### src/rtl/nmr_acq_pkg.sv
// -----------------------------------------------------------------------------
// nmr_acq_pkg
// Shared definitions for the NMR acquisition chain. This package holds:
//   - the accumulator width that the upstream running-sum stage uses
//   - the default echo index width
//   - the two-state echo window enum
//   - the FIFO entry layout {idx, sum}
// -----------------------------------------------------------------------------
package nmr_acq_pkg;

  localparam int ACC_W = 20;
  localparam int IDX_W = 8;

  typedef enum logic {
    IDLE  = 1'b0,
    INTEG = 1'b1
  } echo_state_e;

  typedef struct packed {
    logic [IDX_W-1:0] idx;
    logic [ACC_W-1:0] sum;
  } echo_entry_t;

endpackage : nmr_acq_pkg

### src/rtl/echo_sum_fifo.sv
// -----------------------------------------------------------------------------
// echo_sum_fifo
// Synchronous first-word-fall-through FIFO. It has DEPTH entries of W bits.
// Full and empty come from read and write pointers that carry one extra wrap
// bit, so no separate occupancy counter is needed.
//
// Handshake: a push is accepted when push_i=1 and either the FIFO is not full
// or a pop occurs in the same cycle. A pop occurs when pop_i=1 and the FIFO is
// not empty. An ignored request has no effect on the FIFO.
//
// Ports:
//   clk      in   clock, rising edge
//   rst      in   asynchronous active-high reset; empties the FIFO
//   push_i   in   write request
//   din_i    in   [W-1:0] write data
//   pop_i    in   read request (the head advances on the next edge)
//   dout_o   out  [W-1:0] head entry. It is zero while the FIFO is empty.
//   empty_o  out  no entries
//   full_o   out  DEPTH entries
// -----------------------------------------------------------------------------
module echo_sum_fifo #(
  parameter int W     = 28,
  parameter int DEPTH = 16
) (
  input  logic         clk,
  input  logic         rst,
  input  logic         push_i,
  input  logic [W-1:0] din_i,
  input  logic         pop_i,
  output logic [W-1:0] dout_o,
  output logic         empty_o,
  output logic         full_o
);

  localparam int AW = $clog2(DEPTH);

  logic [W-1:0] mem_q [DEPTH];
  logic [AW:0]  wr_ptr_q, wr_ptr_d;
  logic [AW:0]  rd_ptr_q, rd_ptr_d;
  logic         wr_en;
  logic         rd_en;

  // Same index with a different wrap bit means the writer is one lap ahead.
  assign empty_o = (wr_ptr_q == rd_ptr_q);
  assign full_o  = (wr_ptr_q[AW] != rd_ptr_q[AW]) &&
                   (wr_ptr_q[AW-1:0] == rd_ptr_q[AW-1:0]);

  assign rd_en = pop_i && !empty_o;
  // When the FIFO is full, a pop in the same cycle frees the slot that this
  // push writes.
  assign wr_en = push_i && (!full_o || rd_en);

  always_comb begin
    wr_ptr_d = wr_ptr_q;
    rd_ptr_d = rd_ptr_q;
    if (wr_en) wr_ptr_d = wr_ptr_q + 1'b1;
    if (rd_en) rd_ptr_d = rd_ptr_q + 1'b1;
  end

  always_ff @(posedge clk or posedge rst) begin
    if (rst) begin
      wr_ptr_q <= '0;
      rd_ptr_q <= '0;
    end else begin
      wr_ptr_q <= wr_ptr_d;
      rd_ptr_q <= rd_ptr_d;
    end
  end

  // The storage array has no reset. The output gate below keeps stale
  // contents off dout_o.
  always_ff @(posedge clk) begin
    if (wr_en) mem_q[wr_ptr_q[AW-1:0]] <= din_i;
  end

  assign dout_o = empty_o ? '0 : mem_q[rd_ptr_q[AW-1:0]];

endmodule : echo_sum_fifo

### src/rtl/echo_sum_capture.sv
// -----------------------------------------------------------------------------
// echo_sum_capture
// Per-echo integral extractor. The upstream accumulator is never cleared.
// This block takes a snapshot of that running sum when an echo window opens.
// When the window closes, it pushes {echo index, end - base} into a FWFT FIFO.
// The subtraction is modulo 2^ACC_W, so a wrap of the upstream sum inside one
// window still gives the correct integral.
//
// Optional feature: define ECHO_TIMEOUT_EN to add a window length counter.
// With it, a window that stays open for MAX_LEN cycles without echo_end is
// closed. Nothing is pushed and the index does not advance. The sticky output
// "timeout" is then set; clr_ovf clears it.
//
// Ports:
//   clk         in   clock, rising edge
//   rst         in   asynchronous active-high reset
//   addresult   in   [ACC_W-1:0] running sum from the accumulator
//   echo_start  in   pulse that opens (or re-bases) the echo window
//   echo_end    in   pulse that closes the window and pushes a result
//   train_clr   in   pulse that zeroes the echo index
//   rd_en       in   pop request; ignored when empty
//   dout_sum    out  [ACC_W-1:0] integral of the head entry
//   dout_idx    out  [IDX_W-1:0] echo index of the head entry
//   empty       out  FIFO empty
//   full        out  FIFO full
//   ovf         out  sticky: a result was dropped because the FIFO was full
//   clr_ovf     in   clears ovf (and timeout); a new set in the same cycle wins
//   busy        out  echo window open (state INTEG); this is the FSM state
//   timeout     out  (ECHO_TIMEOUT_EN only) sticky window timeout
// -----------------------------------------------------------------------------
module echo_sum_capture #(
  parameter int ACC_W   = nmr_acq_pkg::ACC_W,
  parameter int IDX_W   = nmr_acq_pkg::IDX_W,
  parameter int DEPTH   = 16
`ifdef ECHO_TIMEOUT_EN
  ,
  parameter int MAX_LEN = 4096
`endif
) (
  input  logic             clk,
  input  logic             rst,
  input  logic [ACC_W-1:0] addresult,
  input  logic             echo_start,
  input  logic             echo_end,
  input  logic             train_clr,
  input  logic             rd_en,
  output logic [ACC_W-1:0] dout_sum,
  output logic [IDX_W-1:0] dout_idx,
  output logic             empty,
  output logic             full,
  output logic             ovf,
  input  logic             clr_ovf,
  output logic             busy
`ifdef ECHO_TIMEOUT_EN
  ,
  output logic             timeout
`endif
);

  import nmr_acq_pkg::*;

  localparam int ENT_W = IDX_W + ACC_W;

  echo_state_e      state_q, state_d;
  logic [ACC_W-1:0] base_q, base_d;
  logic [IDX_W-1:0] idx_q, idx_d;
  logic             ovf_q, ovf_d;

  logic             push;
  logic             drop;
  logic [ACC_W-1:0] sum;
  logic [ENT_W-1:0] push_data;
  logic [ENT_W-1:0] head_data;
  logic             fifo_empty;
  logic             fifo_full;

`ifdef ECHO_TIMEOUT_EN
  localparam int LEN_W = $clog2(MAX_LEN + 1);
  localparam logic [LEN_W-1:0] LEN_LAST = LEN_W'(MAX_LEN - 1);

  logic [LEN_W-1:0] len_q, len_d;
  logic             tmo_q, tmo_d;
  logic             tmo_set;
`endif

  // Unsigned subtraction absorbs any wrap of the upstream running sum.
  assign sum       = addresult - base_q;
  assign push_data = {idx_q, sum};

  // When the FIFO is full, rd_en always makes a real pop. So the only drop
  // case is full without rd_en.
  assign drop = push && fifo_full && !rd_en;

  // Window FSM. Every echo_start that is accepted starts a new window from the
  // current addresult. echo_end is only meaningful in INTEG.
  always_comb begin
    state_d = state_q;
    base_d  = base_q;
    push    = 1'b0;
`ifdef ECHO_TIMEOUT_EN
    tmo_set = 1'b0;
`endif
    case (state_q)
      IDLE: begin
        if (echo_start) begin
          base_d  = addresult;
          state_d = INTEG;
        end
      end
      INTEG: begin
        if (echo_end) begin
          push = 1'b1;
          // A coincident start re-opens the window at the same sample.
          if (echo_start) base_d = addresult;
          else            state_d = IDLE;
        end else if (echo_start) begin
          base_d = addresult;
        end
`ifdef ECHO_TIMEOUT_EN
        else if (len_q == LEN_LAST) begin
          state_d = IDLE;
          tmo_set = 1'b1;
        end
`endif
      end
      default: state_d = IDLE;
    endcase
  end

  // train_clr has priority over the increment. A coincident push still
  // carries the old index, because push_data uses idx_q.
  always_comb begin
    idx_d = idx_q;
    if (train_clr) idx_d = '0;
    else if (push) idx_d = idx_q + 1'b1;
  end

  always_comb begin
    ovf_d = ovf_q;
    if (drop)         ovf_d = 1'b1;
    else if (clr_ovf) ovf_d = 1'b0;
  end

`ifdef ECHO_TIMEOUT_EN
  // len_q is the number of cycles already spent in the current window. Any
  // echo_start restarts the count.
  always_comb begin
    len_d = '0;
    if (state_d == INTEG && !echo_start) len_d = len_q + 1'b1;
    tmo_d = tmo_q;
    if (tmo_set)      tmo_d = 1'b1;
    else if (clr_ovf) tmo_d = 1'b0;
  end

  always_ff @(posedge clk or posedge rst) begin
    if (rst) begin
      len_q <= '0;
      tmo_q <= 1'b0;
    end else begin
      len_q <= len_d;
      tmo_q <= tmo_d;
    end
  end

  assign timeout = tmo_q;
`endif

  always_ff @(posedge clk or posedge rst) begin
    if (rst) begin
      state_q <= IDLE;
      base_q  <= '0;
      idx_q   <= '0;
      ovf_q   <= 1'b0;
    end else begin
      state_q <= state_d;
      base_q  <= base_d;
      idx_q   <= idx_d;
      ovf_q   <= ovf_d;
    end
  end

  echo_sum_fifo #(
    .W     (ENT_W),
    .DEPTH (DEPTH)
  ) u_fifo (
    .clk     (clk),
    .rst     (rst),
    .push_i  (push),
    .din_i   (push_data),
    .pop_i   (rd_en),
    .dout_o  (head_data),
    .empty_o (fifo_empty),
    .full_o  (fifo_full)
  );

  assign dout_sum = head_data[ACC_W-1:0];
  assign dout_idx = head_data[ENT_W-1:ACC_W];
  assign empty    = fifo_empty;
  assign full     = fifo_full;
  assign ovf      = ovf_q;
  assign busy     = (state_q == INTEG);

endmodule : echo_sum_capture

### config.mk
export PLATFORM = sky130hd
export DESIGN_NAME = echo_sum_capture
export DESIGN_NICKNAME = d
export VERILOG_FILES = /design/src/rtl/nmr_acq_pkg.sv /design/src/rtl/echo_sum_fifo.sv /design/src/rtl/echo_sum_capture.sv
export SDC_FILE = /design/constraint.sdc
export NUM_CORES = 1
export LEC_CHECK = 0
export CORE_ASPECT_RATIO = 0.5
export CORE_MARGIN = 8
export CORE_UTILIZATION = 56
export CTS_CLUSTER_SIZE = 20
export DETAILED_ROUTE_END_ITERATION = 8
export PLACE_DENSITY = 0.85
export SYNTH_ARGS = -nofsm -noshare
export SYNTH_HDL_FRONTEND = slang
export SYNTH_SLANG_ARGS = --single-unit
export TNS_END_PERCENT = 30
### constraint.sdc
create_clock -name clk -period 4.7 [get_ports clk]
set_clock_uncertainty 0.2 [all_clocks]
set_input_delay 0.94 -clock clk [delete_from_list [all_inputs] [get_ports clk]]
set_output_delay 0.94 -clock clk [all_outputs]
set_load 0.01 [all_outputs]
==> images/m1.png <==
Bar = 100 um. Cells faint in the background.
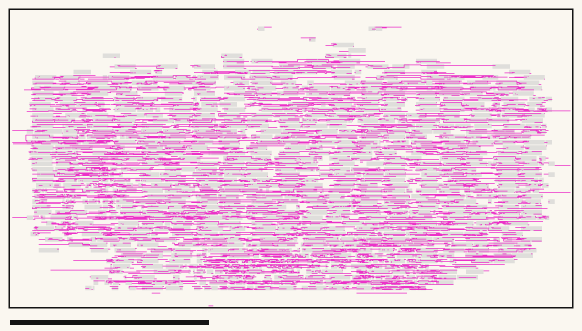
longest straight run: 54.5 um
share of all routed wire: 41%
vias: 10414
Routed WL: 44200 um
met1 Usage GRT: 29.8%

==> images/m2.png <==
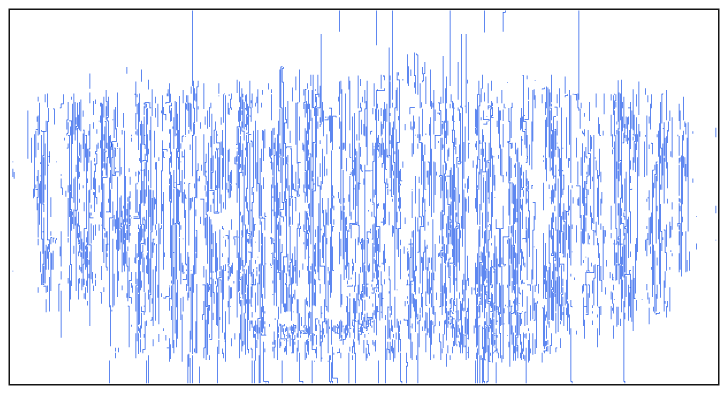
main direction: vertical
share of all routed wire: 47%
grt met2 use: 33.0%

==> results.ini <==
[power_and_ir_drop]
p_clk_share_pct = 25.5
power.density_nw_per_um2 = 587
swShare_pct = 30.5
pwr-share-seq_pct = 42.5
switching_power_w = 0.00408

[sta]
max_clock_freq_ghz = 0.223
hold_viol_final = 0
period_used_pct = 95.6
setup_tns_ns = 0
slew_headroom_pct = 21.6
whs_ns = 0.311
tightest_slew_ns = 1.17
period_needed_ns = 4.49
rsz0062_at_grt = false
maxSlewViolCount = 0

[synthesis]
ys_area_sq_um = 20000
synth_top_cell_by_area = edfxtp_1
yosysUniqueCellTypes = 47
ys_seq_share_pct = 72.4
ys_cells = 1044
synth_cells = 1044
synth-async-reset-ratio_pct = 8.20
yosys-top-cells-area = edfxtp_1 67%, mux4_2 13%, dfrtp_1 5.0%
ys_ff = 488
yosysWarnings = 0
syn_area_per_cell_sq_um = 19.1
edf_count = 448
synth_area_sq_um = 20000
ys.flop_type = edfxtp_1

[critical_path]
endpoint_kind = output port
worstPathArrival_ns = 3.35
start_kind = flip-flop
path_class = reg2out
required_ns = 3.56
crit_slowest_cell = dfrtp_4
path_cells = buf_4 -> mux4_2 -> mux2i_1 -> a211oi_1 -> clkdlybuf4s50_1
critical_path.max_fanout = 44
slowest_delay_ns = 0.85

[clock_network]
post_cts_resized = 0
cts_max_level = 2
cts_hold_buf = 0
insertion_delay_ns = 0.55
numClockSinks = 488
cts.clk_slew.worst_paths_ns = 0.07
clockBufferDepth = 3
post_cts_buffers = 0
numCtsBuffers = 41
tritoncts = yes

[die]
num_rows = 49
die_w_um = 283
die-area_sq_um = 42300
core_sq_um = 35500
dieHeight_um = 150
fp_util_pct = 56.3
ios = 59

[detailed_routing]
avgRoutedWirePerCell_um = 26.7
antenna_left = 0
viasPerCell = 6.30
drc = 0
dr.pass1.iters = 7

[final_layout]
final_cell_mix = 448 x edfxtp_1, 112 x mux4_2, 58 x clkdlybuf4s50_1
final_cell_area_sq_um = 22800
final_cells = 1653
num-nets-final = 1192
layout_top_cell = edfxtp_1
drive_gt1_share_pct = 21.9
final_util_pct = 64.2
antenna_cells = 0

[status]
outcome = completed

[flow_run]
cap_viol_max_count = 0
warnings = 29

[placement]
place_area_sq_um = 21400
dp_hpwl_um = 25800
placed_cells = 1580
gp_congestion = 0.842
portBuffers = 58

[global_routing]
grt_pass1_wl_um = 66000
antenna_found_initial = 0
grt.overflow.total = 0
track_usage_pct = 20.9

[min_path]
hold_class = reg2reg

==> images/m3.png <==
Bar = 100 um.
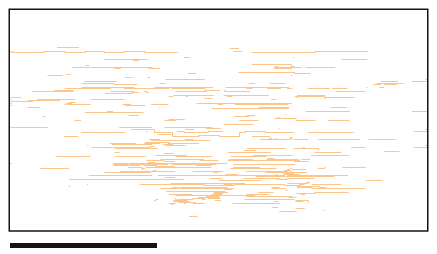
share of all routed wire: 11%
nets with wire on the layer: 144
longest straight run: 85.8 um
GRT met3 Usage: 4.70%

==> images/m4.png <==
Bar = 100 um.
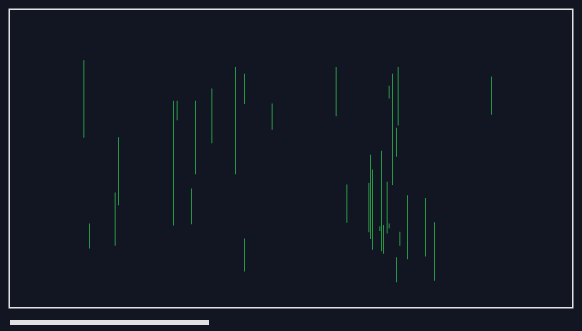
share of all routed wire: 1.9%
nets with wire on the layer: 22

-- power groups by stage --
| stage | Clock [W] | Sequential (W) | Combinational [W] |
|---|---|---|---|
| 6_report | 0.00341 | 0.00568 | 0.00427 |
| 3_3_place_gp | 0 | 0.00574 | 0.00417 |
| 3_5_place_dp | 0 | 0.00576 | 0.00427 |
| 4_1_cts | 0.00346 | 0.00568 | 0.00432 |
| 5_1_grt | 0.00361 | 0.00572 | 0.00456 |
| 2_1_floorplan | 0 | 0.00547 | 0.00295 |
-- cell families after synthesis --
kind of cell	after synthesis	share of synthesized area [%]
flops	488	72.4
mux	143	14.2
simple gates	133	3.25
compound gates	129	4.48
buf+inv	88	2.41
xor+xnor	37	1.62
fa+ha+maj	26	1.67
-- worst paths after layout --
check / start / to / slack, ns / depth (start not counted)
max: u_fifo.rd_ptr_q[1] / dout_sum[5] / 0.21 / 5
min reg2reg: ovf / ovf / 0.31 / 1
max in group asynchronous: rst / u_fifo.rd_ptr_q[1] / 3.26 / 3
min in group asynchronous: rst / idx_q[0] / 0.62 / 3
min: ovf / ovf / 0.31 / 1
max reg2reg: base_q[0] / u_fifo.mem_q[2][18] / 1.20 / 8
-- stage by stage --
stage	setup slack (ns)	power (W)
6_report	0.208	0.0134
3_3_place_gp	0.393	0.00991
3_5_place_dp	0.221	0.0100
5_1_grt	0.0430	0.0139
2_1_floorplan	0.646	0.00841
4_1_cts	0.177	0.0135
-- final cells by class --
class | instances | area (sq um) | area share (%)
Clock buffer | 48 | 1090 | 4.81
Clock inverter | 25 | 235 | 1.03
Inverter | 31 | 116 | 0.511
Multi-Input combinational cell | 468 | 5150 | 22.6
Sequential cell | 488 | 14500 | 63.5
Tap cell | 484 | 606 | 2.66
Timing Repair Buffer | 109 | 1110 | 4.89
-- sequential cells by signal (all words and copies together) (netlist names) --
| register | count |
|---|---|
| base_q | 20 |
| busy | 1 |
| idx_q | 8 |
| ovf | 1 |
| u_fifo.mem_q | 448 |
| u_fifo.rd_ptr_q | 5 |
| u_fifo.wr_ptr_q | 5 |
-- routing by layer --
metal | vias to the layer above | global-route usage (%) | share of wire, %
met5 | - | 0 | 0
met4 | 0 | 5.09 | 1.9
met3 | 72 | 4.70 | 11
met2 | 561 | 33.0 | 47
met1 | 5406 | 29.8 | 41
li1 | 4375 | - | -
-- critical path: cells and delay by family, from the launching register on --
| kind | cells | cell delay (ns) |
|---|---|---|
| compound gates | 1 | 0.48 |
| buf+inv | 2 | 1.07 |
| flops | 1 | 0.85 |
| mux | 2 | 0.35 |
Power and IR drop assume default switching activity.
